$ cat config.mk
export PLATFORM = sky130hd
export DESIGN_NAME = audio_codec_config_flat
export DESIGN_NICKNAME = d
export VERILOG_FILES = /design/src/rtl/audio_codec_config_if.sv /design/src/rtl/audio_codec_config.sv /design/src/flat_wrapper.sv
export SDC_FILE = /design/constraint.sdc
export NUM_CORES = 1
export LEC_CHECK = 0
export CAP_MARGIN = 20
export CORE_AREA = 2 2 85 87
export DETAILED_ROUTE_END_ITERATION = 8
export DIE_AREA = 0 0 87 89
export SYNTH_ARGS = -nofsm -noshare
export SYNTH_HDL_FRONTEND = slang
export SYNTH_SLANG_ARGS = --single-unit
$ cat constraint.sdc
create_clock -name clk -period 6.2 [get_ports clk]
set_input_delay 1.86 -clock clk [delete_from_list [all_inputs] [get_ports clk]]
set_output_delay 1.86 -clock clk [all_outputs]
set_load 0.02 [all_outputs]
$ cat src/rtl/audio_codec_config_if.sv
// I2C control-bus signals between the WM8731 configuration sequencer and the board pin logic.
interface audio_codec_config_if;
   logic i2c_sclk;
   logic i2c_sdat_oe;
   logic i2c_sdat_in;

   modport master (output i2c_sclk, output i2c_sdat_oe, input i2c_sdat_in);
   modport slave  (input i2c_sclk, input i2c_sdat_oe, output i2c_sdat_in);
endinterface

$ cat src/rtl/audio_codec_config.sv
// Power-on WM8731 configuration sequencer: writes a 10-entry register table over write-only I2C.
// Optional NACK retry per entry is enabled with the AUDIO_CFG_RETRY_EN macro.
module audio_codec_config #(
   parameter int unsigned CLK_FREQ  = 50000000,
   parameter int unsigned I2C_FREQ  = 100000,
   parameter logic [6:0]  DEV_ADDR  = 7'h1A,
   parameter int unsigned MAX_RETRY = 3
) (
   input  logic                        clk,
   input  logic                        reset_n,
   input  logic                        start,
   audio_codec_config_if.master        i2c,
   output logic                        busy,
   output logic                        done,
   output logic                        error,
   output logic [3:0]                  cfg_index
);

   localparam int unsigned Div  = CLK_FREQ / (4 * I2C_FREQ);
   localparam int unsigned DivW = (Div > 1) ? $clog2(Div) : 1;

   typedef enum logic [3:0] {
      StIdle, StLoad, StStart, StBit, StAck, StStop, StGap, StFinish, StAbort
   } state_e;

   state_e            state_q, state_d;
   logic [DivW-1:0]   div_q, div_d;
   logic [1:0]        qtr_q, qtr_d;
   logic [2:0]        bit_q, bit_d;
   logic [1:0]        byte_q, byte_d;
   logic [15:0]       word_q, word_d;
   logic [3:0]        idx_q, idx_d;
   logic              busy_q, busy_d, done_q, done_d, error_q, error_d;
   logic              nack_q, nack_d, auto_q, auto_d;
   logic              sda_meta_q, sda_sync_q;
   logic              tick, qtr_end;
   logic [7:0]        cur_byte;
`ifdef AUDIO_CFG_RETRY_EN
   localparam int unsigned RetryW = (MAX_RETRY > 0) ? $clog2(MAX_RETRY + 1) : 1;
   logic [RetryW-1:0] retry_q, retry_d;
`endif

   function automatic logic [15:0] cfg_word(input logic [3:0] idx);
      case (idx)
         4'd0:    cfg_word = 16'h1E00;
         4'd1:    cfg_word = 16'h0017;
         4'd2:    cfg_word = 16'h0217;
         4'd3:    cfg_word = 16'h0479;
         4'd4:    cfg_word = 16'h0679;
         4'd5:    cfg_word = 16'h0812;
         4'd6:    cfg_word = 16'h0A00;
         4'd7:    cfg_word = 16'h0C00;
         4'd8:    cfg_word = 16'h0E02;
         4'd9:    cfg_word = 16'h1201;
         default: cfg_word = 16'h0000;
      endcase
   endfunction

   assign tick    = (div_q == DivW'(Div - 1));
   assign qtr_end = tick && (qtr_q == 2'd3);

   always_comb begin
      case (byte_q)
         2'd0:    cur_byte = {DEV_ADDR, 1'b0};
         2'd1:    cur_byte = word_q[15:8];
         default: cur_byte = word_q[7:0];
      endcase
   end

   // Bus levels decode straight from state flops so an async reset releases both lines at once.
   always_comb begin
      i2c.i2c_sclk    = 1'b1;
      i2c.i2c_sdat_oe = 1'b0;
      unique case (state_q)
         StStart: begin
            i2c.i2c_sclk    = ~qtr_q[1];
            i2c.i2c_sdat_oe = 1'b1;
         end
         StBit: begin
            i2c.i2c_sclk    = qtr_q[1];
            i2c.i2c_sdat_oe = ~cur_byte[3'd7 - bit_q];
         end
         StAck:  i2c.i2c_sclk = qtr_q[1];
         StStop: begin
            i2c.i2c_sclk    = (qtr_q != 2'd0);
            i2c.i2c_sdat_oe = ~qtr_q[1];
         end
         default: ;
      endcase
   end

   always_comb begin
      state_d = state_q;
      div_d   = div_q;
      qtr_d   = qtr_q;
      bit_d   = bit_q;
      byte_d  = byte_q;
      word_d  = word_q;
      idx_d   = idx_q;
      busy_d  = busy_q;
      done_d  = done_q;
      error_d = error_q;
      nack_d  = nack_q;
      auto_d  = auto_q;
`ifdef AUDIO_CFG_RETRY_EN
      retry_d = retry_q;
`endif
      if (state_q inside {StStart, StBit, StAck, StStop, StGap}) begin
         div_d = tick ? '0 : div_q + 1'b1;
         if (tick) qtr_d = qtr_q + 2'd1;
      end
      unique case (state_q)
         StIdle: begin
            // Start arriving in any other state is dropped.
            if (start || auto_q) begin
               auto_d  = 1'b0;
               idx_d   = '0;
               busy_d  = 1'b1;
               done_d  = 1'b0;
               error_d = 1'b0;
`ifdef AUDIO_CFG_RETRY_EN
               retry_d = '0;
`endif
               state_d = StLoad;
            end
         end
         StLoad: begin
            word_d  = cfg_word(idx_q);
            busy_d  = 1'b1;
            done_d  = 1'b0;
            error_d = 1'b0;
            nack_d  = 1'b0;
            div_d   = '0;
            qtr_d   = '0;
            state_d = StStart;
         end
         StStart: begin
            if (qtr_end) begin
               bit_d   = '0;
               byte_d  = '0;
               state_d = StBit;
            end
         end
         StBit: begin
            if (qtr_end) begin
               bit_d = bit_q + 3'd1;
               if (bit_q == 3'd7) state_d = StAck;
            end
         end
         StAck: begin
            if (tick && qtr_q == 2'd2) nack_d = sda_sync_q;
            if (qtr_end) begin
               bit_d = '0;
               if (nack_q || byte_q == 2'd2) begin
                  state_d = StStop;
               end else begin
                  byte_d  = byte_q + 2'd1;
                  state_d = StBit;
               end
            end
         end
         StStop: begin
            if (qtr_end) begin
`ifdef AUDIO_CFG_RETRY_EN
               state_d = (nack_q && retry_q == RetryW'(MAX_RETRY)) ? StAbort : StGap;
`else
               state_d = nack_q ? StAbort : StGap;
`endif
            end
         end
         StGap: begin
            if (qtr_end) begin
`ifdef AUDIO_CFG_RETRY_EN
               if (nack_q) begin
                  retry_d = retry_q + 1'b1;
                  state_d = StLoad;
               end else
`endif
               if (idx_q == 4'd9) begin
                  state_d = StFinish;
               end else begin
                  idx_d   = idx_q + 4'd1;
`ifdef AUDIO_CFG_RETRY_EN
                  retry_d = '0;
`endif
                  state_d = StLoad;
               end
            end
         end
         StFinish: begin
            busy_d  = 1'b0;
            done_d  = 1'b1;
            state_d = StIdle;
         end
         StAbort: begin
            busy_d  = 1'b0;
            error_d = 1'b1;
            state_d = StIdle;
         end
         default: state_d = StIdle;
      endcase
   end

   always_ff @(posedge clk or negedge reset_n) begin
      if (!reset_n) begin
         state_q    <= StIdle;
         div_q      <= '0;
         qtr_q      <= '0;
         bit_q      <= '0;
         byte_q     <= '0;
         word_q     <= '0;
         idx_q      <= '0;
         busy_q     <= 1'b0;
         done_q     <= 1'b0;
         error_q    <= 1'b0;
         nack_q     <= 1'b0;
         auto_q     <= 1'b1;
         sda_meta_q <= 1'b1;
         sda_sync_q <= 1'b1;
`ifdef AUDIO_CFG_RETRY_EN
         retry_q    <= '0;
`endif
      end else begin
         state_q    <= state_d;
         div_q      <= div_d;
         qtr_q      <= qtr_d;
         bit_q      <= bit_d;
         byte_q     <= byte_d;
         word_q     <= word_d;
         idx_q      <= idx_d;
         busy_q     <= busy_d;
         done_q     <= done_d;
         error_q    <= error_d;
         nack_q     <= nack_d;
         auto_q     <= auto_d;
         sda_meta_q <= i2c.i2c_sdat_in;
         sda_sync_q <= sda_meta_q;
`ifdef AUDIO_CFG_RETRY_EN
         retry_q    <= retry_d;
`endif
      end
   end

   assign busy      = busy_q;
   assign done      = done_q;
   assign error     = error_q;
   assign cfg_index = idx_q;

endmodule

$ cat src/flat_wrapper.sv
// flat-port wrapper written by rule: the top's interface ports become plain ports
module audio_codec_config_flat 
#(
   parameter int unsigned CLK_FREQ  = 50000000,
   parameter int unsigned I2C_FREQ  = 100000,
   parameter logic [6:0]  DEV_ADDR  = 7'h1A,
   parameter int unsigned MAX_RETRY = 3
)
  (clk, reset_n, start, busy, done, error, cfg_index, i2c_i2c_sclk, i2c_i2c_sdat_oe, i2c_i2c_sdat_in);
  audio_codec_config_if i2c_i ();
  input  logic clk;
  input  logic reset_n;
  input  logic start;
  output logic busy;
  output logic done;
  output logic error;
  output logic [3:0] cfg_index;
  output wire logic [$bits(i2c_i.i2c_sclk)-1:0] i2c_i2c_sclk;
  output wire logic [$bits(i2c_i.i2c_sdat_oe)-1:0] i2c_i2c_sdat_oe;
  input wire logic [$bits(i2c_i.i2c_sdat_in)-1:0] i2c_i2c_sdat_in;
  assign i2c_i2c_sclk = i2c_i.i2c_sclk;
  assign i2c_i2c_sdat_oe = i2c_i.i2c_sdat_oe;
  assign i2c_i.i2c_sdat_in = i2c_i2c_sdat_in;
  audio_codec_config #(.CLK_FREQ(CLK_FREQ), .I2C_FREQ(I2C_FREQ), .DEV_ADDR(DEV_ADDR), .MAX_RETRY(MAX_RETRY)) u_core (.clk(clk), .reset_n(reset_n), .start(start), .i2c(i2c_i), .busy(busy), .done(done), .error(error), .cfg_index(cfg_index));
endmodule
**Run 1: power grid**

The bar under the picture is 20 um long. Pins as bars on the die edge.
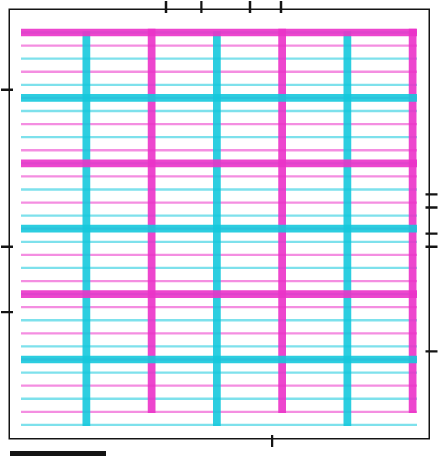
legend:
  cyan:
    net: VSS
  magenta:
    net: VDD
met1 rails: 31
met4 straps: 6
rows: 30
met5 straps: 6
Die Ht: 89 um
VDD IR max: 0.0922 mV
width of the die: 87 um
CORE AREA: 6720 um2

**Run 1: cell classes on the final placement**

The bar under the picture is 20 um long.
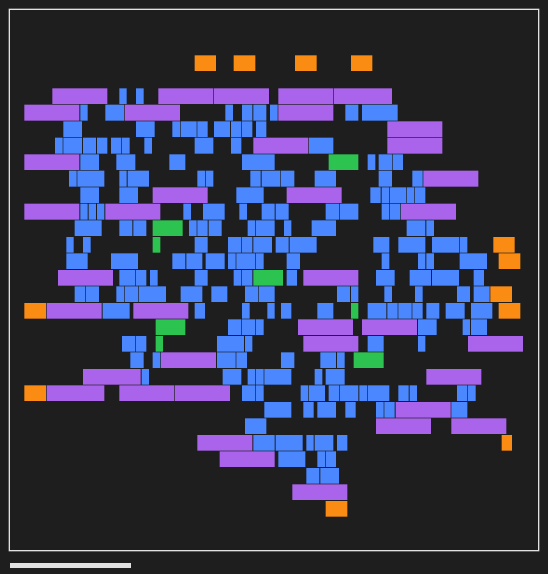
legend:
  blue:
    class: remaining logic cells
    cells: 200
  orange:
    class: remaining buffers and delay cells
    cells: 12
  purple:
    class: registers
    cells: 38
  green:
    class: clock drivers and dummy loads
    cells: 8
final standard cell utilization of the core: 0.381
total number of placement rows: 30

==> results.cfg, run 1 <==
; synthesis and place-and-route metrics
[outcome]
run_status = finished clean

[drt]
route.detailed.wl_per_inst_um = 14.5
drt_iter0_drc = 125
detailedRoute.firstPassIterationCount = 4
vias_per_cell = 5.33

[clocking]
root_buffer = clkbuf_8
htree_num_levels = 2
cts_post_setup_buffers_inserted = 0
hold_buffers = 0

[yosys]
post_synth.cell_area_avg_um2 = 9.28
synthMostInstantiatedCell = dfrtp_1
largest_area_cell = dfrtp_1
synth-edff-count = 0
synth.lib_cells_used.distinct = 56
post_synthesis_net_count = 268
most_used_dff_post_synth = dfrtp_1
area_leaders = dfrtp_1, ha_1, o21ai_0

[sta]
post-route-worst-setup-slack_ns = 1.75
slew_at_the_pin_closest_to_its_max_slew_limit_ns = 0.892
final-hold-violation-count = 0
setup_viol = 0
grt_setup_unrepaired = false
max_freq_ghz = 0.225

[layout]
area_delta_synth_final_pct = 10.4
finalNetCount = 275
number_of_antenna_cells_inserted = 0

[global_routing]
grt_pass1_wl_mm = 8.56
total_gr_overflow = 0
number_of_antenna_violations_at_the_first_check_in_global_routing = 0

[floorplan]
fp-utilization = 0.345

[pwr]
power.density_cell_area_nw_per_um2 = 167

[placed_design]
placed_cells = 330
port_buffers = 12
pre_cts_slack_ns = 2.05

[hold_path]
hold_start = u_core.sda_meta_q
hold_crit_depth = 0

[worst_setup_path]
ff_to_ff_end = u_core.word_q[4]
timing.critical_path.fanout_max = 7
critical_path_class = reg2out
timing.critical_path.required_ns = 4.34
arrival_ns = 2.59

[run]
warnings = 34
drv_cap = 0
**Run 1: clock network drawn from the DEF**

The bar under the picture is 20 um long.
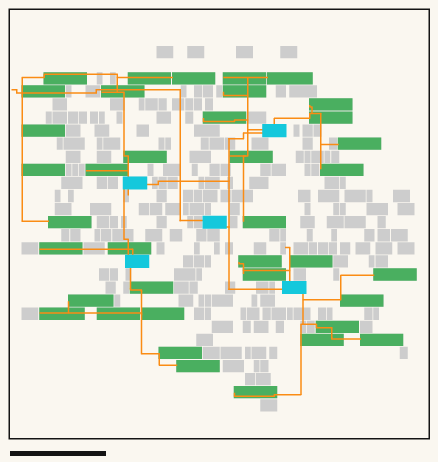
legend:
  orange:
    item: clock wires
    length: 551 um
  green:
    item: flip-flops
    count: 38
  cyan:
    item: clock-net drivers
    count: 5
routed clock nets: 6
flops lie: all over the die
clock power share: 0.382
clock latency on the worst-skew pair: 0.29 ns
final clock skew: 0.00817 ns
total clock network power: 0.000163 W

[run 1: sequential cells by signal, summed over array words and instances, names as in the netlist]
name,cells
u_core.error,1
u_core.div_q,7
u_core.qtr_q,2
u_core.cfg_index,4
u_core.sda_meta_q,1
u_core.byte_q,2
u_core.word_q,9
u_core.busy,1
u_core.nack_q,1
u_core.sda_sync_q,1
u_core.state_q,4
u_core.done,1
u_core.auto_q,1
u_core.bit_q,3
[run 1: final cells by class]
type	instances	area (um2)
inverters	18	67.6
well taps	80	100
fillers	682	4160
clock buffers	8	80.1
flip-flops and latches	38	955
repair buffers	12	115
multi-input cells	182	1240
[run 1: critical path, stage by stage, from the launching register on]
cell	delay, ns
dfrtp_1	0.40
inv_1	0.10
ha_1	0.29
nor2_1	0.13
a221oi_1	0.27
a311oi_1	0.08
o311ai_0	0.36
clkdlybuf4s50_1	0.67
[run 1: stage by stage]
stage,util,cell area (um2)
after detailed placement,0.369,2480
final,0.381,2560
after floorplan,-,2320
after CTS,0.381,2560
after global routing,0.381,2560
after global placement,0.369,2480
[run 1: kinds of logic (layout without fill, tap and decap cells)]
logic type | Yosys count | count (layout) | synth area share
adder cells (fa/ha/maj) | 14 | 14 | 0.0755
AND/OR/NAND/NOR | 87 | 87 | 0.204
XOR/XNOR | 6 | 6 | 0.0227
flip-flops | 38 | 38 | 0.412
buffers and inverters | 30 | 38 | 0.0523
multiplexers | 6 | 6 | 0.0280
AND-OR/OR-AND | 69 | 69 | 0.206
[run 1: how the worst max path moves through the flow]
stage                            endpoint  slack (ns)  cells after the start
after floorplan           i2c_i2c_sdat_oe        2.23                      7
after global placement    i2c_i2c_sdat_oe        2.11                      7
after detailed placement  i2c_i2c_sdat_oe        2.05                      7
after CTS                 i2c_i2c_sdat_oe        1.73                      7
after global routing      i2c_i2c_sdat_oe        1.56                      7
final                     i2c_i2c_sdat_oe        1.75                      7
[run 1: placed cells by master (no fill, tap or decap), types with 6 or more instances in the layout]
cell / Yosys / final
dfrtp_1: 35 / 35
nand2_1: 21 / 21
nor2_1: 21 / 21
inv_1: 18 / 18
o21ai_0: 16 / 16
ha_1: 14 / 14
a21oi_1: 11 / 11
clkdlybuf4s50_1: 0 / 11
nor2b_1: 6 / 6
xnor2_1: 6 / 6
[run 1: routing by layer]
layer  share of wire  wire, um  up-vias  GRT usage
li1                -         -      924          -
met1            0.48      2360      852      0.189
met2            0.48      2340       18      0.228
met3           0.029       140        6     0.0305
met4           0.012        58        0     0.0469
met5               0         0        -          0
[run 1: where the power goes]
| group | switching (W) | internal, W | leakage (nW) |
|---|---|---|---|
| Clock | 0.0000835 | 0.0000799 | 0.0395 |
| Combinational | 0.00000871 | 0.00000492 | 0.566 |
| Sequential | 0.00000152 | 0.000249 | 0.467 |
**Run 1: routing congestion**

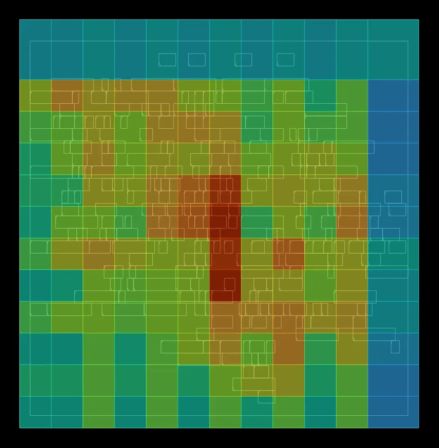

==> run 2: changes to the inputs <==
==> constraint.sdc (replaced) <==
create_clock -name clk -period 4.1 [get_ports clk]
set_input_delay 1.23 -clock clk [delete_from_list [all_inputs] [get_ports clk]]
set_output_delay 1.23 -clock clk [all_outputs]
set_load 0.02 [all_outputs]
**Run 2: routing congestion**

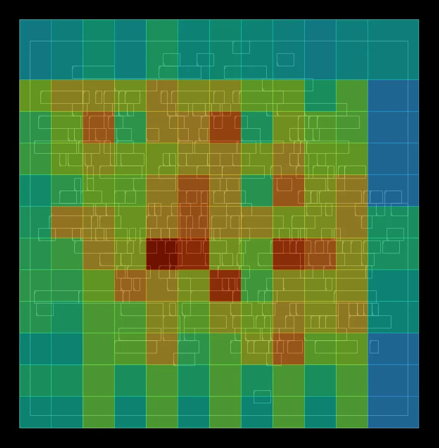
routing usage on met2: 0.245
post-detailed-route wirelength per cell: 15.0 um
final standard cell utilization of the core: 0.388
met3 track utilization from global routing: 0.0314
met1 track utilization from global routing: 0.189

==> run 2 against run 1 <==
Compared with the run above:
- clock skew decreased by 0.0025 ns
- wire length up 4.5%
- register-to-register slack worse by 2.1 ns
- cell area grew 1.9%
- via count increased by 5.0%
- first-iteration DRC count shrank 30%
- combinational power grew 72%
- worst hold slack improved by 0.00071 ns
- utilization up 0.73 points
- non-clock buffer count up 3
- sequential share of layout area fell by 0.70 points
- critical path type unchanged
- area after synthesis unchanged
==> results.cfg, run 2 <==
; synthesis and place-and-route metrics
[drt]
vias_per_cell = 5.54
detailedRoute.firstPassIterationCount = 5
drt_iter0_drc = 88

[yosys]
largest_area_cell = dfrtp_1
synth-edff-count = 0
most_used_dff_post_synth = dfrtp_1
synth.lib_cells_used.distinct = 56
synthMostInstantiatedCell = dfrtp_1
post_synth.cell_area_avg_um2 = 9.28
post_synthesis_net_count = 268

[floorplan]
fp.dieW_um = 87
fp-utilization = 0.345
placeableCoreArea_um2 = 6720
die_height_um = 89

[worst_setup_path]
critical_path_class = reg2out
timing.critical_path.required_ns = 2.87
timing.critical_path.fanout_max = 7

[sta]
setup_viol = 0
final-hold-violation-count = 0
post-route-worst-setup-slack_ns = 0.284
max_freq_ghz = 0.262
finalClockSkew_ns = 0.00570
grt_setup_unrepaired = false

[outcome]
run_status = finished clean

[layout]
largest-register = u_core.word_q
mostFrequentLayoutCell = dfrtp_1
final_layout_top_logic_cells = dfrtp_1, nand2_1, nor2_1
finalNetCount = 278
largest_registers_ranked_by_flip_flop_count = u_core.word_q x9, u_core.div_q x7
largest_register_ff_count = 9
number_of_antenna_cells_inserted = 0

[clocking]
worstSkewPairLatency_ns = 0.29
cts_post_setup_buffers_inserted = 0
hold_buffers = 0

[pwr]
power.density_cell_area_nw_per_um2 = 273

[placed_design]
placed_cells = 333
port_buffers = 12

[global_routing]
number_of_antenna_violations_at_the_first_check_in_global_routing = 0
grt_pass1_wl_mm = 8.94
total_gr_overflow = 0

[run]
warnings = 34

[hold_path]
hold_crit_depth = 0
**Run 2: power grid**

The bar under the picture is 20 um long. Pins as bars on the die edge.
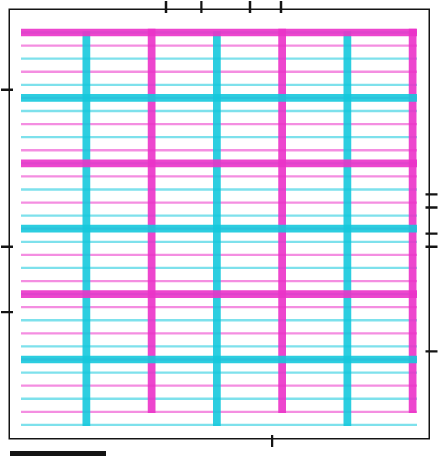
legend:
  cyan:
    net: VSS
  magenta:
    net: VDD
met1 rails: 31
met5 straps: 6
met4 straps: 6
signal pins: 13
rows: 30
VDD IR max: 0.144 mV

run 2: worst paths after layout:
path,to
worst max-delay path,i2c_i2c_sdat_oe
worst min-delay path,u_core.sda_sync_q
worst max register to register,u_core.word_q[0]
worst min register to register,u_core.sda_sync_q
max in group asynchronous,u_core.done
min in group asynchronous,u_core.word_q[4]
run 2: metal layers:
metal / wire (um) / GRT usage / vias up
li1: - / - / 924
met1: 2410 / 0.189 / 930
met2: 2470 / 0.245 / 34
met3: 206 / 0.0314 / 2
met4: 31 / 0.0568 / 0
met5: 0 / 0 / -
run 2: cell type report:
class	count	area, um2	area share
clock inverters	1	30.0	0.0115
inverters	18	67.6	0.0259
well taps	80	100	0.0384
multi-input cells	182	1240	0.477
flip-flops and latches	38	955	0.366
repair buffers	15	138	0.0527
clock buffers	7	76.3	0.0292
run 2: cell families (layout without fill, tap and decap cells):
| kind of cell | after synthesis | count (layout) | synth area share |
|---|---|---|---|
| and+or+nand+nor | 87 | 87 | 0.204 |
| AOI/OAI and AO/OA | 69 | 69 | 0.206 |
| DFF | 38 | 38 | 0.412 |
| buffers and inverters | 30 | 41 | 0.0523 |
| adders and majority gates | 14 | 14 | 0.0755 |
| xor gates and xnor gates | 6 | 6 | 0.0227 |
| muxes | 6 | 6 | 0.0280 |
run 2: where the power goes:
| group | total (W) | internal (W) | switching (W) | leakage [nW] |
|---|---|---|---|---|
| Sequential | 0.000377 | 0.000377 | 0.000000464 | 0.467 |
| Combinational | 0.0000234 | 0.00000810 | 0.0000153 | 0.582 |
| Clock | 0.000312 | 0.000182 | 0.000130 | 0.0524 |
| Total | 0.000712 | 0.000567 | 0.000145 | 1.10 |
run 2: metrics by stage:
step | total power (W) | hold WS (ns) | area [um2]
final | 0.000712 | 0.357 | 2610
after detailed placement | 0.000409 | 0.347 | 2500
after CTS | 0.000728 | 0.358 | 2610
after global placement | 0.000409 | 0.346 | 2500
after floorplan | 0.000394 | 0.345 | 2320
after global routing | 0.000743 | 0.368 | 2610
run 2: worst max-delay path: stages (launching register included):
cell and delay (ns):
dfrtp_1 0.40, inv_1 0.11, ha_1 0.30, nor2_1 0.13, a221oi_1 0.26, a311oi_1 0.08, o311ai_0 0.36, clkdlybuf4s50_1 0.67
**Run 2: cell classes on the final placement**

The bar under the picture is 20 um long.
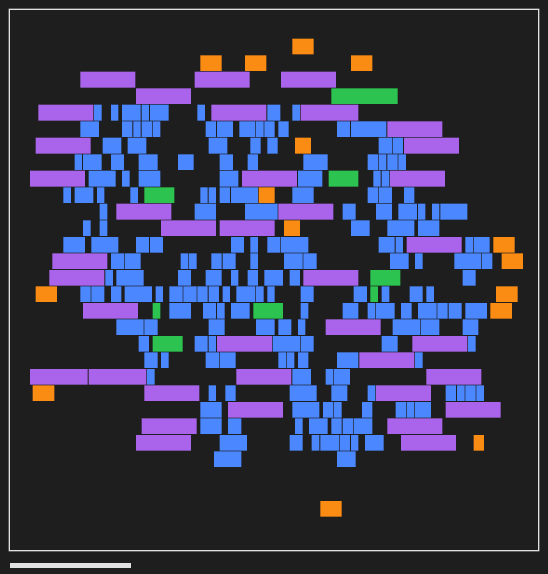

==> run 3: changes to the inputs <==
--- a/config.mk
+++ b/config.mk
@@ -9,6 +9,8 @@
 export CORE_AREA = 2 2 85 87
 export DETAILED_ROUTE_END_ITERATION = 8
 export DIE_AREA = 0 0 87 89
+export MAX_ROUTING_LAYER = met4
+export SLEW_MARGIN = 20
 export SYNTH_ARGS = -nofsm -noshare
 export SYNTH_HDL_FRONTEND = slang
 export SYNTH_SLANG_ARGS = --single-unit
==> constraint.sdc (replaced) <==
create_clock -name clk -period 4.5 [get_ports clk]
set_input_delay 1.35 -clock clk [delete_from_list [all_inputs] [get_ports clk]]
set_output_delay 1.35 -clock clk [all_outputs]
set_load 0.02 [all_outputs]
**Run 3: cell classes on the final placement**

The bar under the picture is 20 um long.
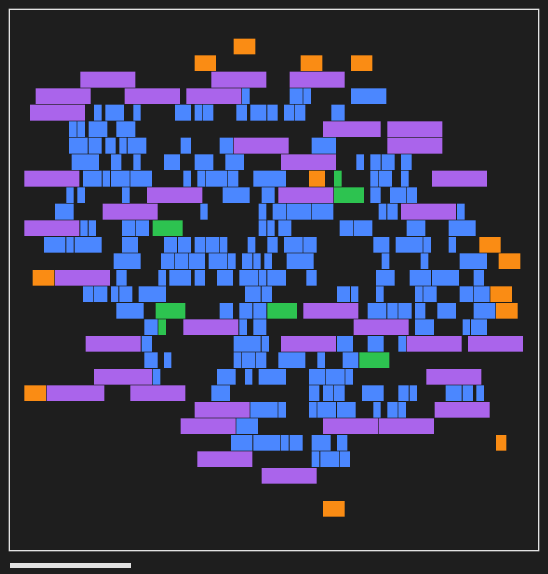
legend:
  blue:
    class: remaining logic cells
    cells: 200
  orange:
    class: remaining buffers and delay cells
    cells: 13
  purple:
    class: registers
    cells: 38
  green:
    class: clock drivers and dummy loads
    cells: 7
flop share of the area: 0.372
final standard cell utilization of the core: 0.382
Final Instance Area: 2560 um2

==> run 3 against run 2 <==
Compared with the run above:
- utilization is 0.67 points lower
- non-clock buffer count is 2 lower
- cell count is 0.88% lower
- setup slack better by 0.29 ns
- global-route usage is 0.11 points higher
- largest cell class unchanged
- highest routed layer unchanged
==> results.cfg, run 3 <==
; synthesis and place-and-route metrics
[global_routing]
grt_pass1_wl_mm = 8.72
total_gr_overflow = 0

[clocking]
hold_buffers = 0
cts_post_setup_buffers_inserted = 0

[worst_setup_path]
critical_path_cell_sequence = inv_1, ha_1, nor2_1, a221oi_1, a311oi_1, o311ai_0, clkdlybuf4s50_1
ff_to_ff_end = u_core.qtr_q[1]
critical_path_class = reg2out
critPathMaxStageDelay_ns = 0.67
slowest_stage = clkdlybuf4s50_1
timing.critical_path.fanout_max = 7

[yosys]
largest_area_cell = dfrtp_1
post_synthesis_net_count = 268
topCombFamilyByArea = AND-OR/OR-AND gates
post_synth_fa_ha_maj_area_fraction = 0.0755
most_used_dff_post_synth = dfrtp_1
post_synth_and_or_nand_nor_area_fraction = 0.204

[floorplan]
die_height_um = 89
placeableCoreArea_um2 = 6720
fp.dieW_um = 87
fp-row-count = 30

[placed_design]
port_buffers = 12
pre_cts_slack_ns = 0.857
placed_cells = 331

[pwr]
p_int_w = 0.000457
seq_power_share = 0.591
switching_power_w = 0.000128
power.density_cell_area_nw_per_um2 = 228

[drt]
vias_per_cell = 5.50
detailedRoute.firstPassIterationCount = 4

[sta]
final-hold-violation-count = 0
grt_setup_unrepaired = false
post-route-worst-setup-slack_ns = 0.573

[layout]
largest-register = u_core.word_q
largest_register_ff_count = 9
final_layout_top_logic_cells = dfrtp_1, nand2_1, nor2_1

[outcome]
run_status = finished clean

[run]
warnings = 34

[hold_path]
hold-path-endpoint = u_core.sda_sync_q
hold_start = u_core.sda_meta_q
**Run 3: metal layers overlaid**

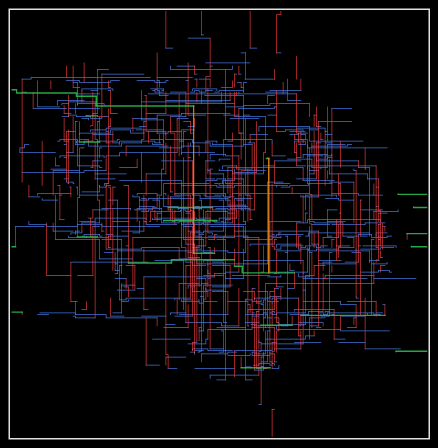
legend:
  green:
    layer: M3
    wire_length: 168 um
  orange:
    layer: M4
    wire_length: 54.4 um
  red:
    layer: M2
    wire_length: 2,330 um
  blue:
    layer: M1
    wire_length: 2,490 um
global routing usage summed across all routing layers: 0.149
via count: 1,860
post-detailed-route wirelength per cell: 14.9 um
detailed-route wire length: 5.05 mm

run 3: cell counts after synthesis:
No cell type changed its count.
run 3: power groups by stage:
| stage | Combinational, W | Clock [W] | Sequential, W |
|---|---|---|---|
| 2_1_floorplan | 0.00000783 | 0 | 0.000351 |
| 3_3_place_gp | 0.0000197 | 0 | 0.000352 |
| 3_5_place_dp | 0.0000197 | 0 | 0.000352 |
| 4_1_cts | 0.0000197 | 0.000231 | 0.000345 |
| 5_1_grt | 0.0000211 | 0.000246 | 0.000346 |
| 6_report | 0.0000190 | 0.000220 | 0.000346 |
run 3: cell families (layout without fill, tap and decap cells):
| kind of cell | count (synthesis) | after routing |
|---|---|---|
| adder cells (fa/ha/maj) | 14 | 14 |
| AND-OR/OR-AND | 69 | 69 |
| multiplexers | 6 | 6 |
| AND/OR/NAND/NOR | 87 | 87 |
| flip-flops | 38 | 38 |
| buffers and inverters | 30 | 38 |
| XOR/XNOR | 6 | 6 |
run 3: routing by layer:
layer  up-vias  part of all wire  track usage
met5         -                 0            -
met1       905              0.49        0.195
met3         4             0.033       0.0305
li1        921                 -            -
met2        30              0.46        0.231
met4         0             0.011       0.0469
run 3: worst max-delay path: cells and delay by family, from the launching register on:
family | cells | cell delay, ns
AOI/OAI and AO/OA | 3 | 0.70
buffers and inverters | 2 | 0.77
and+or+nand+nor | 1 | 0.12
DFF | 1 | 0.40
adders and majority gates | 1 | 0.29
run 3: metrics by stage:
stage	utilization	hold slack [ns]	total power [W]
2_1_floorplan	-	0.345	0.000359
3_3_place_gp	0.370	0.346	0.000372
3_5_place_dp	0.370	0.347	0.000372
4_1_cts	0.382	0.358	0.000596
5_1_grt	0.382	0.366	0.000613
6_report	0.382	0.356	0.000585
run 3: final cells by class:
class	instances	area [um2]	share of cell area
Multi-Input combinational cell	182	1240	0.485
Sequential cell	38	955	0.372
Timing Repair Buffer	13	123	0.0478
Tap cell	80	100	0.0390
Clock buffer	7	76.3	0.0298
Inverter	18	67.6	0.0263
run 3: worst max-delay path by stage:
stage	from	end	slack [ns]	cells after the start
after floorplan	u_core.byte_q[1]	i2c_i2c_sdat_oe	1.04	7
after global placement	u_core.byte_q[1]	i2c_i2c_sdat_oe	0.91	7
after detailed placement	u_core.byte_q[1]	i2c_i2c_sdat_oe	0.86	7
after CTS	u_core.byte_q[1]	i2c_i2c_sdat_oe	0.54	7
after global routing	u_core.byte_q[1]	i2c_i2c_sdat_oe	0.42	7
final	u_core.byte_q[1]	i2c_i2c_sdat_oe	0.57	7
Power is estimated from default activity; no workload was simulated.
